File: config.mk
export PLATFORM = sky130hd
export DESIGN_NAME = user_input_reader
export DESIGN_NICKNAME = d
export VERILOG_FILES = /design/src/rtl/user_input_reader.sv
export SDC_FILE = /design/constraint.sdc
export NUM_CORES = 1
export LEC_CHECK = 0
export ABC_AREA = 0
export CAP_MARGIN = 40
export CORE_ASPECT_RATIO = 0.75
export CORE_MARGIN = 5
export CORE_UTILIZATION = 40
export CTS_CLUSTER_SIZE = 12
export DETAILED_ROUTE_END_ITERATION = 7
export PLACE_DENSITY = 0.66
export SETUP_SLACK_MARGIN = 0.15
export SLEW_MARGIN = 25
export SYNTH_ARGS = -nofsm -noshare
export SYNTH_HDL_FRONTEND = slang
export SYNTH_SLANG_ARGS = --single-unit
File: constraint.sdc
create_clock -name clk_i -period 3.6 [get_ports clk_i]
set_input_delay 0.36 -clock clk_i [delete_from_list [all_inputs] [get_ports clk_i]]
set_output_delay 0.36 -clock clk_i [all_outputs]
set_load 0.01 [all_outputs]
File: src/rtl/user_input_reader.sv
`default_nettype none
// ============================================================================
// Module   : user_input_reader
// Purpose  : Samples push-buttons / DIP switches. Each raw input is
//            synchronised, polarity-normalised (1 = pressed) and debounced
//            against a 1 ms tick. Debounced edges produce one-cycle
//            press/release pulses and are queued as events in a small FIFO
//            with a valid/ready read interface.
// Ports    : clk_i          system clock
//            rst_i          synchronous active-high reset
//            raw_i          asynchronous raw input levels
//            state_o        debounced state, 1 = pressed/on
//            press_o        1-cycle pulse when a state_o bit rises
//            release_o      1-cycle pulse when a state_o bit falls
//            evt_valid_o    event FIFO not empty
//            evt_ready_i    consumer pops the head on valid & ready
//            evt_data_o     head event {edge(1=press), index}, 0 when empty
//            evt_overflow_o sticky flag: an event was dropped
// Config   : UIR_FAST_SIM_EN - when defined, the tick period is 16 clocks
//            instead of CLK_IN_MHZ*1000 (simulation builds only).
// Revision : 1.0 - initial release
// ============================================================================
module user_input_reader #(
    parameter int   CLK_IN_MHZ     = 100,
    parameter int   NUM_INPUTS     = 8,
    parameter int   DEBOUNCE_MS    = 10,
    parameter logic INPUT_POLARITY = 1'b0,
    parameter int   FIFO_DEPTH     = 4,
    localparam int  c_IW           = (NUM_INPUTS > 1) ? $clog2(NUM_INPUTS) : 1
) (
    input  logic                  clk_i,
    input  logic                  rst_i,
    input  logic [NUM_INPUTS-1:0] raw_i,
    output logic [NUM_INPUTS-1:0] state_o,
    output logic [NUM_INPUTS-1:0] press_o,
    output logic [NUM_INPUTS-1:0] release_o,
    output logic                  evt_valid_o,
    input  logic                  evt_ready_i,
    output logic [c_IW:0]         evt_data_o,
    output logic                  evt_overflow_o
);

    // ------------------------------------------------------------------
    // Constants
    // ------------------------------------------------------------------
`ifdef UIR_FAST_SIM_EN
    localparam int c_TICK_PERIOD = 16;
`else
    localparam int c_TICK_PERIOD = CLK_IN_MHZ * 1000;
`endif
    localparam int c_PRESC_W = (c_TICK_PERIOD > 1) ? $clog2(c_TICK_PERIOD) : 1;
    localparam logic [c_PRESC_W-1:0] c_PRESC_LAST = c_PRESC_W'(c_TICK_PERIOD - 1);

    localparam int c_CNT_W = $clog2(DEBOUNCE_MS + 1);
    localparam logic [c_CNT_W-1:0] c_CNT_LAST = c_CNT_W'(DEBOUNCE_MS - 1);

    localparam int c_PTR_W = $clog2(FIFO_DEPTH);
    localparam logic [c_PTR_W:0] c_FULL_CNT = (c_PTR_W + 1)'(FIFO_DEPTH);

    // ------------------------------------------------------------------
    // Two-flop synchroniser and polarity normalisation
    // ------------------------------------------------------------------
    logic [NUM_INPUTS-1:0] r_sync1;
    logic [NUM_INPUTS-1:0] r_sync2;
    logic [NUM_INPUTS-1:0] w_norm;

    always_ff @(posedge clk_i) begin
        if (rst_i) begin
            r_sync1 <= '0;
            r_sync2 <= '0;
        end else begin
            r_sync1 <= raw_i;
            r_sync2 <= r_sync1;
        end
    end

    // XOR with the inverted "pressed" level makes a pressed input read as 1.
    assign w_norm = r_sync2 ^ {NUM_INPUTS{~INPUT_POLARITY}};

    // ------------------------------------------------------------------
    // 1 ms tick prescaler
    // ------------------------------------------------------------------
    logic [c_PRESC_W-1:0] r_presc;
    logic                 w_tick;

    assign w_tick = (r_presc == c_PRESC_LAST);

    always_ff @(posedge clk_i) begin
        if (rst_i) begin
            r_presc <= '0;
        end else if (w_tick) begin
            r_presc <= '0;
        end else begin
            r_presc <= r_presc + c_PRESC_W'(1);
        end
    end

    // ------------------------------------------------------------------
    // Per-input debounce: count ticks while the normalised level disagrees
    // with the debounced state; any agreement restarts the count.
    // ------------------------------------------------------------------
    for (genvar gi = 0; gi < NUM_INPUTS; gi++) begin : g_debounce
        logic [c_CNT_W-1:0] r_cnt;
        logic               r_state;
        logic               r_press;
        logic               r_release;

        always_ff @(posedge clk_i) begin
            if (rst_i) begin
                r_cnt     <= '0;
                r_state   <= 1'b0;
                r_press   <= 1'b0;
                r_release <= 1'b0;
            end else begin
                r_press   <= 1'b0;
                r_release <= 1'b0;
                if (w_norm[gi] == r_state) begin
                    r_cnt <= '0;
                end else if (w_tick) begin
                    if (r_cnt == c_CNT_LAST) begin
                        // Pulses are registered together with the state flip
                        // so they line up with the visible state_o change.
                        r_cnt     <= '0;
                        r_state   <= ~r_state;
                        r_press   <= ~r_state;
                        r_release <= r_state;
                    end else begin
                        r_cnt <= r_cnt + c_CNT_W'(1);
                    end
                end
            end
        end

        assign state_o[gi]   = r_state;
        assign press_o[gi]   = r_press;
        assign release_o[gi] = r_release;
    end

    // ------------------------------------------------------------------
    // Event arbitration: one pending bit per input, lowest index served
    // first, one event moved towards the FIFO per cycle.
    // ------------------------------------------------------------------
    logic [NUM_INPUTS-1:0] r_pending;
    logic [NUM_INPUTS-1:0] r_pend_edge;
    logic [NUM_INPUTS-1:0] w_edges;
    logic [NUM_INPUTS-1:0] w_grant;
    logic [c_IW-1:0]       w_grant_idx;
    logic                  w_any_pending;
    logic                  w_collide;

    always_comb begin
        w_grant     = '0;
        w_grant_idx = '0;
        // Descending scan: the last hit (lowest index) wins.
        for (int i = NUM_INPUTS - 1; i >= 0; i--) begin
            if (r_pending[i]) begin
                w_grant     = '0;
                w_grant[i]  = 1'b1;
                w_grant_idx = c_IW'(i);
            end
        end
    end

    assign w_edges       = press_o | release_o;
    assign w_any_pending = |r_pending;
    // A new edge on an input whose previous edge is still waiting (and is
    // not being served this cycle) loses the older edge.
    assign w_collide     = |(r_pending & ~w_grant & w_edges);

    always_ff @(posedge clk_i) begin
        if (rst_i) begin
            r_pending   <= '0;
            r_pend_edge <= '0;
        end else begin
            r_pending   <= (r_pending & ~w_grant) | w_edges;
            r_pend_edge <= (r_pend_edge & ~w_edges) | (press_o & w_edges);
        end
    end

    // ------------------------------------------------------------------
    // Event FIFO
    // ------------------------------------------------------------------
    logic [c_IW:0]    r_mem [FIFO_DEPTH];
    logic [c_PTR_W-1:0] r_wr_ptr;
    logic [c_PTR_W-1:0] r_rd_ptr;
    logic [c_PTR_W:0]   r_count;
    logic             w_full;
    logic             w_wr;
    logic             w_rd;
    logic             w_drop;
    logic [c_IW:0]    w_wr_data;

    // Fullness is judged before any same-cycle pop, so a full FIFO drops.
    assign w_full      = (r_count == c_FULL_CNT);
    assign w_wr        = w_any_pending & ~w_full;
    assign w_drop      = w_any_pending & w_full;
    assign w_rd        = evt_valid_o & evt_ready_i;
    assign w_wr_data   = {r_pend_edge[w_grant_idx], w_grant_idx};
    assign evt_valid_o = (r_count != '0);
    assign evt_data_o  = evt_valid_o ? r_mem[r_rd_ptr] : '0;

    // Storage needs no reset: the read port is masked while empty.
    always_ff @(posedge clk_i) begin
        if (w_wr) begin
            r_mem[r_wr_ptr] <= w_wr_data;
        end
    end

    always_ff @(posedge clk_i) begin
        if (rst_i) begin
            r_wr_ptr <= '0;
            r_rd_ptr <= '0;
            r_count  <= '0;
        end else begin
            if (w_wr) begin
                r_wr_ptr <= r_wr_ptr + c_PTR_W'(1);
            end
            if (w_rd) begin
                r_rd_ptr <= r_rd_ptr + c_PTR_W'(1);
            end
            if (w_wr && !w_rd) begin
                r_count <= r_count + (c_PTR_W + 1)'(1);
            end else if (!w_wr && w_rd) begin
                r_count <= r_count - (c_PTR_W + 1)'(1);
            end
        end
    end

    // ------------------------------------------------------------------
    // Sticky overflow flag
    // ------------------------------------------------------------------
    logic r_overflow;

    always_ff @(posedge clk_i) begin
        if (rst_i) begin
            r_overflow <= 1'b0;
        end else if (w_drop || w_collide) begin
            r_overflow <= 1'b1;
        end
    end

    assign evt_overflow_o = r_overflow;

endmodule
`default_nettype wire

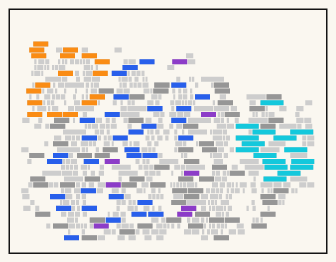
run_1/registers.png
Other sequential cells in the stronger gray, the rest of the logic in the fainter gray.
legend:
  blue:
    name_in_the_netlist: `g_debounce.r_cnt`
    sequential_cells: 32
  purple:
    name_in_the_netlist: `g_debounce.r_release`
    sequential_cells: 8
  orange:
    name_in_the_netlist: `r_presc`
    sequential_cells: 17
    where: upper left
  cyan:
    name_in_the_netlist: `r_mem`
    sequential_cells: 16
    where: middle right
not colored: 58
Finished Core Util: 48.37%
sequential logic power: 1.54 mW
Seq/total area: 41.99%
area occupied by registers: 2783 µm²

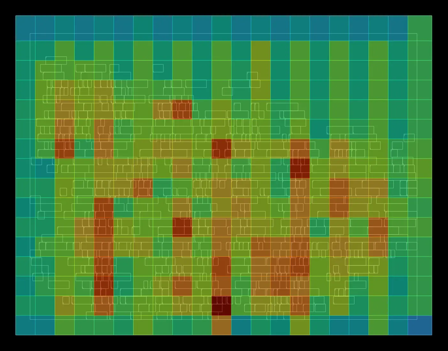
run_1/final_congestion.png
met2 Usage GRT: 21.92%
GR Util met1: 18.05%
drt wl/cell: 14.10 µm
Total Routing Usage GR: 13.71%
global routing usage on met3: 4.116%

==> out/results.txt, run 1 <==
worst hold start: r_sync1[3]
adder-cell area share of the yosys netlist: 1.702%
chip area: 16450 µm²
Endpoint, Worst Hold: r_sync2[3]
CTS Buf Count: 17
Tot Pwr: 3.676 mW
Setup Fix Bufs, Post-CTS: 0
Fin Hold WS: 436.2 ps
Via density: 5.092
Setup WS pre-CTS: 888.7 ps
# fillers: 1268
Mean Syn Cell Area: 9.733 µm²
share of layout cells above drive strength 1: 7.882%
Core Box Area: 13700 µm²
DP HPWL: 7.698 mm
CP Data Required Time: 3920 ps
Top power group: clock
main logic family after synthesis: simple AND/OR/NAND/NOR gates
Worst setup SP type: flip-flop
dpl cells: 752
floorplan core density: 40.77%
Max transition margin: 46.44%
yosys xor share: 7.839%
Int Pwr: 2.909 mW
initial drt markers: 222
RR Endpoint: r_count[2]
Min Clock Period, post-route: 2742 ps
ant diodes: 0
Flop pwr share: 41.8%
grt ovf: 0
Yosys Chip Area: 5587 µm²
syn nets: 592
initial antenna violation count: 0
CTS Hold Bufs: 0
Latency at later pin: 400 ps
Worst-path clk slew: 60 ps
Seq cells post-synth: 131
RSZ-0062 raised after global routing: false
tool warnings: 29
max_cap viols: 0
hold depth: 1
FF-to-FF Start: r_pending[2]
VDD IR-drop max: 0.4374 mV
Critical Path AT: 3060 ps
asr flop ratio synth: 0%
Gates resized, CTS repair: 0
netlist area before placement: 5587 µm²
Critical Path Fanout Max: 7
CTS tree: yes
# DRC: 0
fin cells: 784
final worst setup slack: 857.6 ps
Setup Skew: 8.644 ps
Post-synth seq share: 49.81%
Clk pwr share: 50.5%
simple share: 22.67%
clk buf depth: 2
Switching Share: 20.87%
Leakage: 2.380 nW
Comb pwr share: 7.8%
Boundary Pins: 41
run status: finished clean
H-tree depth: 4
power per cell area: 554.6 nW/µm²
Sink Count: 131
FF-to-FF path depth: 9
fin crit share: 76.18%
Worst Path Class, Setup: flip-flop to flip-flop
Final Max Slew Viols: 0
final hold viol count: 0
distinct cell type count after synthesis: 49
Worst Tran Pin Value: 803.5 ps
setup slack, reg-to-reg: 860 ps
Dominant flop cell: dfxtp_1
fin area: 6628 µm²
Pre-antenna DRT Iters: 7
# Cells Yosys: 574
setup TNS: 0 ps
nets: 614
FP Rows: 37
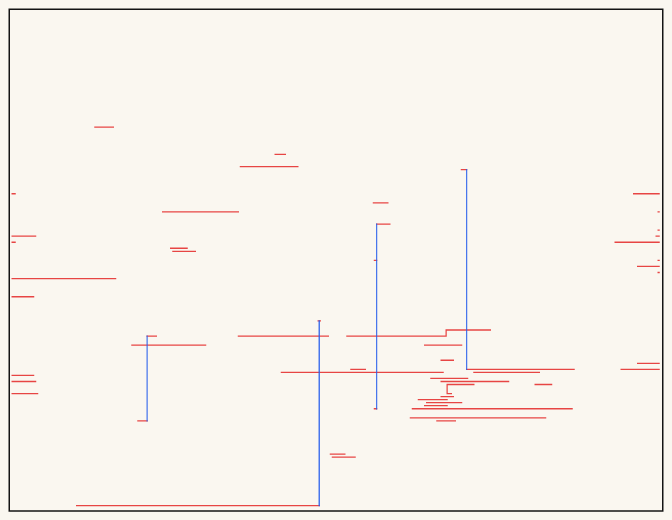
run_1/metal_stack.png
Only two layers are drawn.
legend:
  blue:
    layer: met4
    wire_length: 147 µm
  red:
    layer: met3
    wire_length: 494 µm
Vias: 3992
WL final: 11.05 mm

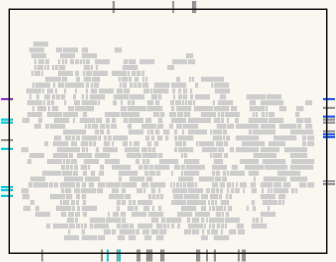
run_1/pins.png
Pins as bars across the die edge, other pins in gray.
legend:
  blue:
    port: `evt_data_o`
    pins: 4
    direction: output
    edge: right
  cyan:
    port: `raw_i`
    pins: 8
    direction: input
    edge: 6 left, 2 bottom
  purple:
    port: `rst_i`
    pins: 1
    direction: input
    edge: left
all pins by edge: 19 bottom, 10 right, 8 left, 4 top
die height: 112.3 µm
IO Port Bufs: 40
die span in x: 146.5 µm

run 1: cell type report:
class | count | share of cell area, %
clock buffers | 23 | 7.533
clock inverters | 9 | 2.228
inverters | 22 | 1.246
multi-input cells | 380 | 37.29
flip-flops and latches | 131 | 41.99
well taps | 175 | 3.304
repair buffers | 44 | 6.419
run 1: sequential cells by signal, summed over array words and instances (netlist names), 8 cells and up, named ones only:
name                  flops
r_pending                 8
r_presc                  17
r_mem                    16
r_sync2                   8
r_sync1                   8
g_debounce.r_release      8
g_debounce.r_press        8
g_debounce.r_cnt         32
g_debounce.r_state        8
run 1: cells in the final DEF (no fill, tap or decap), types with 7 or more instances in the layout:
master	n
a21oi_1	29
a41o_1	7
a41oi_1	7
and2_1	9
clkbuf_16	18
clkdlybuf4s50_1	39
dfxtp_1	115
edfxtp_1	16
inv_1	22
nand2_1	16
nand2b_1	14
nand3_1	18
nand4_1	11
nor2_1	68
nor2b_1	44
nor3_1	21
nor3b_1	7
o21ai_0	17
or3_1	7
xnor2_1	24
xor2_1	26
run 1: per-layer routing:
layer | vias up | part of all wire, % | track usage [%]
met5 | - | 0 | 0
met4 | 0 | 1.3 | 4.073
met3 | 10 | 4.5 | 4.116
met2 | 88 | 47 | 21.92
met1 | 1892 | 48 | 18.05
li1 | 2002 | - | -
run 1: synth_stat cells, types with 2 or more instances:
master / n / share of area, %
a31oi_1: 3 / 0.34
nand4_1: 11 / 1.2
nor4b_1: 4 / 0.63
clkbuf_1: 9 / 0.60
nand3_1: 18 / 1.6
buf_2: 6 / 0.54
nor3_1: 21 / 1.9
a211oi_1: 5 / 0.67
and3_1: 3 / 0.34
or2_2: 2 / 0.22
dfxtp_1: 115 / 41
a41oi_1: 7 / 1.1
mux4_2: 4 / 1.6
a222oi_1: 2 / 0.36
edfxtp_1: 16 / 8.6
or4_4: 2 / 0.40
nor2b_1: 44 / 4.9
nand2_1: 16 / 1.1
nor2_1: 68 / 4.6
buf_4: 26 / 3.5
xnor2_1: 24 / 3.8
or3_1: 7 / 0.78
and2_1: 9 / 1.0
nand2b_1: 14 / 1.6
mux2i_1: 6 / 1.1
and4_1: 2 / 0.31
ha_1: 6 / 1.3
xor2_1: 26 / 4.1
inv_1: 22 / 1.5
a41o_1: 7 / 1.3
nor3b_1: 7 / 0.94
o21ai_0: 17 / 1.5
a21oi_1: 29 / 2.6
run 1: worst max path at each step:
stage            startpoint          to  slack [ps]
2_1_floorplan  r_pending[2]  r_count[2]        1050
3_3_place_gp   r_pending[2]  r_count[2]        1000
3_5_place_dp   r_pending[2]  r_count[2]         890
4_1_cts        r_pending[2]  r_count[2]         880
5_1_grt        r_pending[2]  r_count[2]         720
6_report       r_pending[2]  r_count[2]         860
run 1: cells by family after synthesis:
logic type,Yosys count
and+or+nand+nor,235
DFF,131
AOI/OAI and AO/OA,77
buffers and inverters,63
xor gates and xnor gates,50
muxes,11
adders and majority gates,7
run 1: critical path: stages (launching register included):
cell     delay, ps
dfxtp_1        360
or3_1          440
or4_4          470
o31a_1         350
ha_1           260
inv_1           80
fa_1           170
xor2_1          70
or3_1          310
a21oi_1        150
## Run 2: what changed since run 1
Clock period 3.6 ns to 2.8 ns, I/O delays scaled along.
==> run 2 against run 1 <==
Combinational power grew about 30%. Clock-buffer cell count down 3. Clock power is 29% higher. Sequential share of layout area decreased by 0.14 points. Via count rose by 1.5%. Clock skew grew 0.82 ps.
==> out/results.txt, run 2 <==
hold depth: 2 (was 1)
clk buf depth: 2 (unchanged)
VDD IR-drop max: 0.5006 mV (was 0.4374 mV)
most frequent logic cell in the layout: dfxtp_1 (unchanged)
Critical Path AT: 2900 ps (was 3060 ps)
most frequent logic cells in the routed design: dfxtp_1 (113), nor2_1 (68), nor2b_1 (44) (was dfxtp_1 (115), nor2_1 (68), nor2b_1 (44))
IO Port Bufs: 40 (unchanged)
final hold viol count: 0 (unchanged)
Worst setup SP type: flip-flop (unchanged)
DP HPWL: 8.105 mm (was 7.698 mm)
Vias: 4053 (was 3992)
crit-path max cell delay: 450 ps (was 470 ps)
Mean Syn Cell Area: 9.733 µm² (unchanged)
syn nets: 592 (unchanged)
run status: finished clean (unchanged)
Worst Path Buf+Inv: 1 (unchanged)
synth top area cells: dfxtp_1 (41%), edfxtp_1 (8.6%), nor2b_1 (4.9%), nor2_1 (4.6%), xor2_1 (4.1%) (unchanged)
nets: 617 (was 614)
vias in the first global route: 3986 (was 3842)
largest register by flop count: g_debounce.r_cnt (unchanged)
Post-synth seq share: 49.81% (unchanged)
CP Data Required Time: 3140 ps (was 3920 ps)
netlist area before placement: 5587 µm² (unchanged)
WL final: 11.74 mm (was 11.05 mm)
Critical Path Fanout Max: 7 (unchanged)
Worst Tran Pin Value: 744.2 ps (was 803.5 ps)
# Cells Yosys: 574 (unchanged)
delay-heaviest family, CP: simple AND/OR/NAND/NOR gates (unchanged)
initial antenna violation count: 0 (unchanged)
Sink Count: 131 (unchanged)
crit path cell chain: or3_4, or4_4, o31a_1, ha_1, inv_1, fa_1, xor2_1, or3_1, a21oi_1 (was or3_1, or4_4, o31a_1, ha_1, inv_1, fa_1, xor2_1, or3_1, a21oi_1)
# fillers: 1264 (was 1268)
Yosys Chip Area: 5587 µm² (unchanged)
chip area: 16450 µm² (unchanged)
Final Max Slew Viols: 0 (unchanged)
FF-to-FF path depth: 9 (unchanged)
Boundary Pins: 41 (unchanged)
Comb pwr share: 7.8% (about the same)
Via density: 5.150 (was 5.092)
grt ovf: 0 (unchanged)
Fin Hold WS: 360.1 ps (was 436.2 ps)
Dominant flop cell: dfxtp_1 (unchanged)
H-tree depth: 4 (unchanged)
ant diodes: 0 (unchanged)
RR Endpoint: r_count[2] (unchanged)
CTS Buf Count: 17 (unchanged)
Clk pwr share: 50.5% (about the same)
RSZ-0062 raised after global routing: false (unchanged)
die height: 112.3 µm (unchanged)
share of layout cells above drive strength 1: 8.987% (was 7.882%)
area share, top type: 41.21% (unchanged)
CTS Hold Bufs: 0 (unchanged)
max reg flops: 32 (unchanged)
worst hold start: rst_i (was r_sync1[3])
Setup Skew: 9.465 ps (was 8.644 ps)
Flop pwr share: 41.7% (was 41.8%)
max_cap viols: 0 (unchanged)
leading cell type by number of instances after synthesis: dfxtp_1 (unchanged)
tool warnings: 29 (unchanged)
top cell type by total area after synthesis: dfxtp_1 (unchanged)
Max transition margin: 50.05% (was 46.44%)
FP Rows: 37 (unchanged)
Pre-antenna DRT Iters: 5 (was 7)
FF-to-FF Start: r_pending[2] (unchanged)
Leakage: 2.392 nW (was 2.380 nW)
CTS tree: yes (unchanged)
CP max stage cell: or4_4 (unchanged)
Switching Share: 22.04% (was 20.87%)
floorplan core density: 40.77% (unchanged)
Core Box Area: 13700 µm² (unchanged)
Min Clock Period, post-route: 2558 ps (was 2742 ps)
Int Pwr: 3.700 mW (was 2.909 mW)
Endpoint, Worst Hold: r_sync1[0] (was r_sync2[3])
Post-synth top cells: dfxtp_1 (115), nor2_1 (68), nor2b_1 (44) (unchanged)
power per cell area: 713.0 nW/µm² (was 554.6 nW/µm²)
setup TNS: 0 ps (unchanged)
-- run 2: power groups by stage --
| stage | clock [mW] | combinational, mW | sequential [mW] |
|---|---|---|---|
| floorplan | 0 | 0.234 | 2.01 |
| global placement | 0 | 0.356 | 2.01 |
| detailed placement | 0 | 0.377 | 2.02 |
| CTS | 2.43 | 0.379 | 1.98 |
| global route | 2.52 | 0.412 | 1.98 |
| finish | 2.40 | 0.372 | 1.98 |
-- run 2: cell families after synthesis --
logic type / count (synthesis) / share of synthesized area [%]
xor gates and xnor gates: 50 / 7.839
and+or+nand+nor: 235 / 22.67
AOI/OAI and AO/OA: 77 / 8.981
buffers and inverters: 63 / 6.114
DFF: 131 / 49.81
adders and majority gates: 7 / 1.702
muxes: 11 / 2.889
-- run 2: how the worst max path moves through the flow --
stage | from | endpoint | slack [ps] | depth (start not counted)
after floorplan | r_pending[2] | r_count[2] | 250 | 10
after global placement | r_pending[2] | r_count[2] | 200 | 9
after detailed placement | r_pending[2] | r_count[2] | 110 | 9
after CTS | r_pending[2] | r_count[2] | 170 | 9
after global routing | r_pending[2] | r_count[2] | 170 | 9
final | r_pending[2] | r_count[2] | 240 | 9
-- run 2: final cells by class --
cell class,count,area (µm²),share of cell area [%]
inverter,22,82.58,1.241
multi-input combinational,380,2476,37.20
sequential,131,2785,41.84
timing repair buffer,47,447.9,6.729
clock inverter,12,177.7,2.669
clock buffer,20,467.9,7.030
tap,175,219.0,3.289
-- run 2: repair_timing --
item	4_1_cts	5_1_grt
setup endpoints to repair	2	2
resized	1	2
buffers inserted	1	0
pin swaps	1	1
-- run 2: worst reg2reg max path, stage by stage, from the launching register on --
cell and delay, ps:
dfxtp_2 350, or3_4 400, or4_4 450, o31a_1 290, ha_1 230, inv_1 70
fa_1 170, xor2_1 80, or3_1 300, a21oi_1 140
-- run 2: per-stage QoR --
step | area (µm²) | utilization, % | power [mW] | setup WS, ps | instances
3_5_place_dp | 5996 | 43.75 | 2.394 | 109.2 | 754
2_1_floorplan | 5587 | - | 2.239 | 251.5 | 574
5_1_grt | 6656 | 48.58 | 4.919 | 165.5 | 787
3_3_place_gp | 5996 | 43.75 | 2.368 | 200.0 | 754
4_1_cts | 6654 | 48.56 | 4.788 | 165.6 | 787
6_report | 6656 | 48.58 | 4.746 | 242.2 | 787
-- run 2: routing by layer --
metal / GRT usage [%] / share of wire, % / vias to the layer above
li1: - / - / 2012
met1: 19.03 / 45 / 1910
met2: 24.01 / 48 / 112
met3: 3.874 / 5.4 / 19
met4: 5.952 / 1.6 / 0
met5: 0 / 0 / -
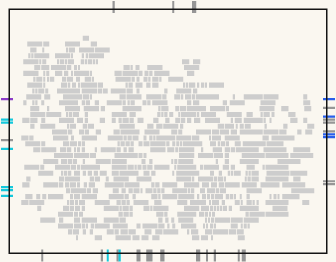
run_2/pins.png
Pins as bars across the die edge, other pins in gray.
legend:
  purple:
    port: `rst_i`
    pins: 1
    direction: input
    edge: left
  cyan:
    port: `raw_i`
    pins: 8
    direction: input
    edge: 6 left, 2 bottom
  blue:
    port: `evt_data_o`
    pins: 4
    direction: output
    edge: right

## Run 3: what changed since run 2
Settings changed: CTS_BUF_LIST from default to sky130_fd_sc_hd__clkbuf_4 sky130_fd_sc_hd__clkbuf_8 sky130_fd_sc_hd__clkbuf_16, CTS_CLUSTER_SIZE 12 to 8, HOLD_SLACK_MARGIN from default to 0.08.
==> run 3 against run 2 <==
Fmax barely moved. Synthesized cell count stayed put. Critical path depth unchanged. Sequential share of layout area is essentially flat. Sequential power barely moved. Worst hold slack improved by 1.1 ps. Register-to-register slack about the same. First-iteration DRC count is 3.8% higher. Combinational power barely moved. Via count increased by 0.17%. Total power increased by 0.11%. Largest cell class unchanged. Highest routed layer unchanged.
==> out/results.txt, run 3 <==
floorplan core density: 40.77% (unchanged)
Worst setup SP type: flip-flop (unchanged)
RR Endpoint: r_count[2] (unchanged)
Core Box Area: 13700 µm² (unchanged)
Switching Share: 21.92% (was 22.04%)
FP Rows: 37 (unchanged)
Final Max Slew Viols: 0 (unchanged)
power per cell area: 713.4 nW/µm² (was 713.0 nW/µm²)
initial drt markers: 272 (was 262)
nets: 617 (unchanged)
main logic family after synthesis: simple AND/OR/NAND/NOR gates (unchanged)
die height: 112.3 µm (unchanged)
syn nets: 592 (unchanged)
grt ovf: 0 (unchanged)
DP Area: 5996 µm² (unchanged)
Pre-antenna DRT Iters: 5 (unchanged)
ant diodes: 0 (unchanged)
Endpoint, Worst Hold: r_sync1[0] (unchanged)
Setup Skew: 9.447 ps (was 9.465 ps)
die span in x: 146.5 µm (unchanged)
Critical Path AT: 2900 ps (about the same)
FF-to-FF Start: r_pending[2] (unchanged)
final hold viol count: 0 (unchanged)
fin crit share: 91.43% (was 91.35%)
simple share: 22.67% (unchanged)
yosys xor share: 7.839% (unchanged)
Worst Tran Pin Value: 742.8 ps (was 744.2 ps)
Compound-Gate Fraction of Synth Area: 8.981% (unchanged)
vias in the first global route: 3986 (unchanged)
Seq cells post-synth: 131 (unchanged)
clk buf depth: 2 (unchanged)
netlist area before placement: 5587 µm² (unchanged)
Worst-path clk slew: 60 ps (about the same)
DP HPWL: 8.105 mm (unchanged)
VDD IR-drop max: 0.4995 mV (was 0.5006 mV)
max_cap viols: 0 (unchanged)
area share, top type: 41.21% (unchanged)
WL final: 11.69 mm (was 11.74 mm)
Dominant flop cell: dfxtp_1 (unchanged)
Yosys Chip Area: 5587 µm² (unchanged)
asr flop ratio synth: 0% (unchanged)
tool warnings: 29 (unchanged)
drt wl/cell: 14.86 µm (was 14.91 µm)
adder-cell area share of the yosys netlist: 1.702% (unchanged)
max reg flops: 32 (unchanged)
Post-synth seq share: 49.81% (unchanged)
most frequent logic cells in the routed design: dfxtp_1 (113), nor2_1 (68), nor2b_1 (44) (unchanged)
hold depth: 2 (unchanged)
Sink Count: 131 (unchanged)
run status: finished clean (unchanged)
Yosys warnings: 0 (unchanged)
Max transition margin: 50.15% (was 50.05%)
worst hold start: rst_i (unchanged)
# Cells Yosys: 574 (unchanged)
Latency at later pin: 410 ps (about the same)
leading cell type by number of instances after synthesis: dfxtp_1 (unchanged)
share of layout cells above drive strength 1: 9.150% (was 8.987%)
# DRC: 0 (unchanged)
Int Pwr: 3.710 mW (was 3.700 mW)
H-tree depth: 4 (unchanged)
Via density: 5.159 (was 5.150)
CTS Buf Count: 17 (unchanged)
Regs by FF count: g_debounce.r_cnt (32), r_presc (17), r_mem (16) (unchanged)
Post-synth top cells: dfxtp_1 (115), nor2_1 (68), nor2b_1 (44) (unchanged)
setup slack, reg-to-reg: 240 ps (about the same)
IO Port Bufs: 40 (unchanged)
FF-to-FF path depth: 9 (unchanged)
initial antenna violation count: 0 (unchanged)
top cell type by total area after synthesis: dfxtp_1 (unchanged)
Vias: 4060 (was 4053)
fin area: 6660 µm² (was 6656 µm²)
Comb pwr share: 7.8% (about the same)
Leakage: 2.396 nW (was 2.392 nW)
Clk pwr share: 50.6% (was 50.5%)
chip area: 16450 µm² (unchanged)
==> run 3: how the worst max path moves through the flow <==
| stage | from | cells after the start | end | slack [ps] |
|---|---|---|---|---|
| 2_1_floorplan | r_pending[2] | 10 | r_count[2] | 250 |
| 3_3_place_gp | r_pending[2] | 9 | r_count[2] | 200 |
| 3_5_place_dp | r_pending[2] | 9 | r_count[2] | 110 |
| 4_1_cts | r_pending[2] | 9 | r_count[2] | 170 |
| 5_1_grt | r_pending[2] | 9 | r_count[2] | 170 |
| 6_report | r_pending[2] | 9 | r_count[2] | 240 |
==> run 3: per-stage QoR <==
stage | cells | hold WS, ps | setup WS [ps] | power (mW) | util, %
floorplan | 574 | 408.2 | 251.5 | 2.239 | -
global placement | 754 | 419.1 | 200.0 | 2.368 | 43.75
detailed placement | 754 | 422.3 | 109.2 | 2.394 | 43.75
CTS | 787 | 359.3 | 165.6 | 4.797 | 48.58
global route | 787 | 402.6 | 165.5 | 4.929 | 48.60
finish | 787 | 361.2 | 240.0 | 4.751 | 48.60
==> run 3: what timing repair did <==
item                       in CTS  in global routing
setup buffers                   1                  0
setup endpoints to repair       2                  2
pin swaps                       1                  1
hold buffers                    0                  0
resized                         1                  2
==> run 3: per-layer routing <==
layer	track usage, %	share of wire (%)	vias to the layer above
li1	-	-	2010
met1	19.03	45	1908
met2	24.01	48	122
met3	3.874	5.3	20
met4	5.952	1.6	0
met5	0	0	-
==> run 3: kinds of logic (layout without fill, tap and decap cells) <==
logic type	count (synthesis)	after routing
XOR/XNOR	50	50
AND-OR/OR-AND	77	77
adder cells (fa/ha/maj)	7	7
buffers and inverters	63	101
flip-flops	131	131
multiplexers	11	11
AND/OR/NAND/NOR	235	235
==> run 3: area by class of cell <==
class,instances,area (µm²)
Fill cell,1264,7043
Inverter,22,82.58
Sequential cell,131,2785
Clock buffer,20,471.7
Tap cell,175,219.0
Timing Repair Buffer,47,447.9
Multi-Input combinational cell,380,2476
Clock inverter,12,177.7
==> run 3: critical path: stages (launching register included) <==
cell and delay [ps]:
dfxtp_2 350, or3_4 400, or4_4 450, o31a_1 290
ha_1 230, inv_1 70, fa_1 170, xor2_1 80
or3_1 300, a21oi_1 140
==> run 3: power groups by stage <==
stage | Clock (mW) | Combinational [mW] | Sequential [mW]
final | 2.40 | 0.371 | 1.98
after global routing | 2.53 | 0.412 | 1.98
after CTS | 2.44 | 0.379 | 1.98
after detailed placement | 0 | 0.377 | 2.02
after global placement | 0 | 0.356 | 2.01
after floorplan | 0 | 0.234 | 2.01
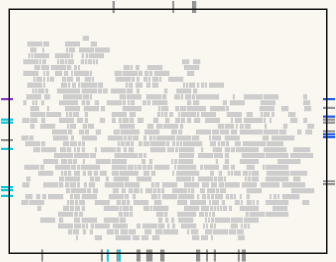
run_3/pins.png
Pins as bars across the die edge, other pins in gray.
legend:
  blue:
    port: `evt_data_o`
    pins: 4
    direction: output
    edge: right
  purple:
    port: `rst_i`
    pins: 1
    direction: input
    edge: left
  cyan:
    port: `raw_i`
    pins: 8
    direction: input
    edge: 6 left, 2 bottom

Power figures rest on the tool's default switching activity, not on a simulated workload.
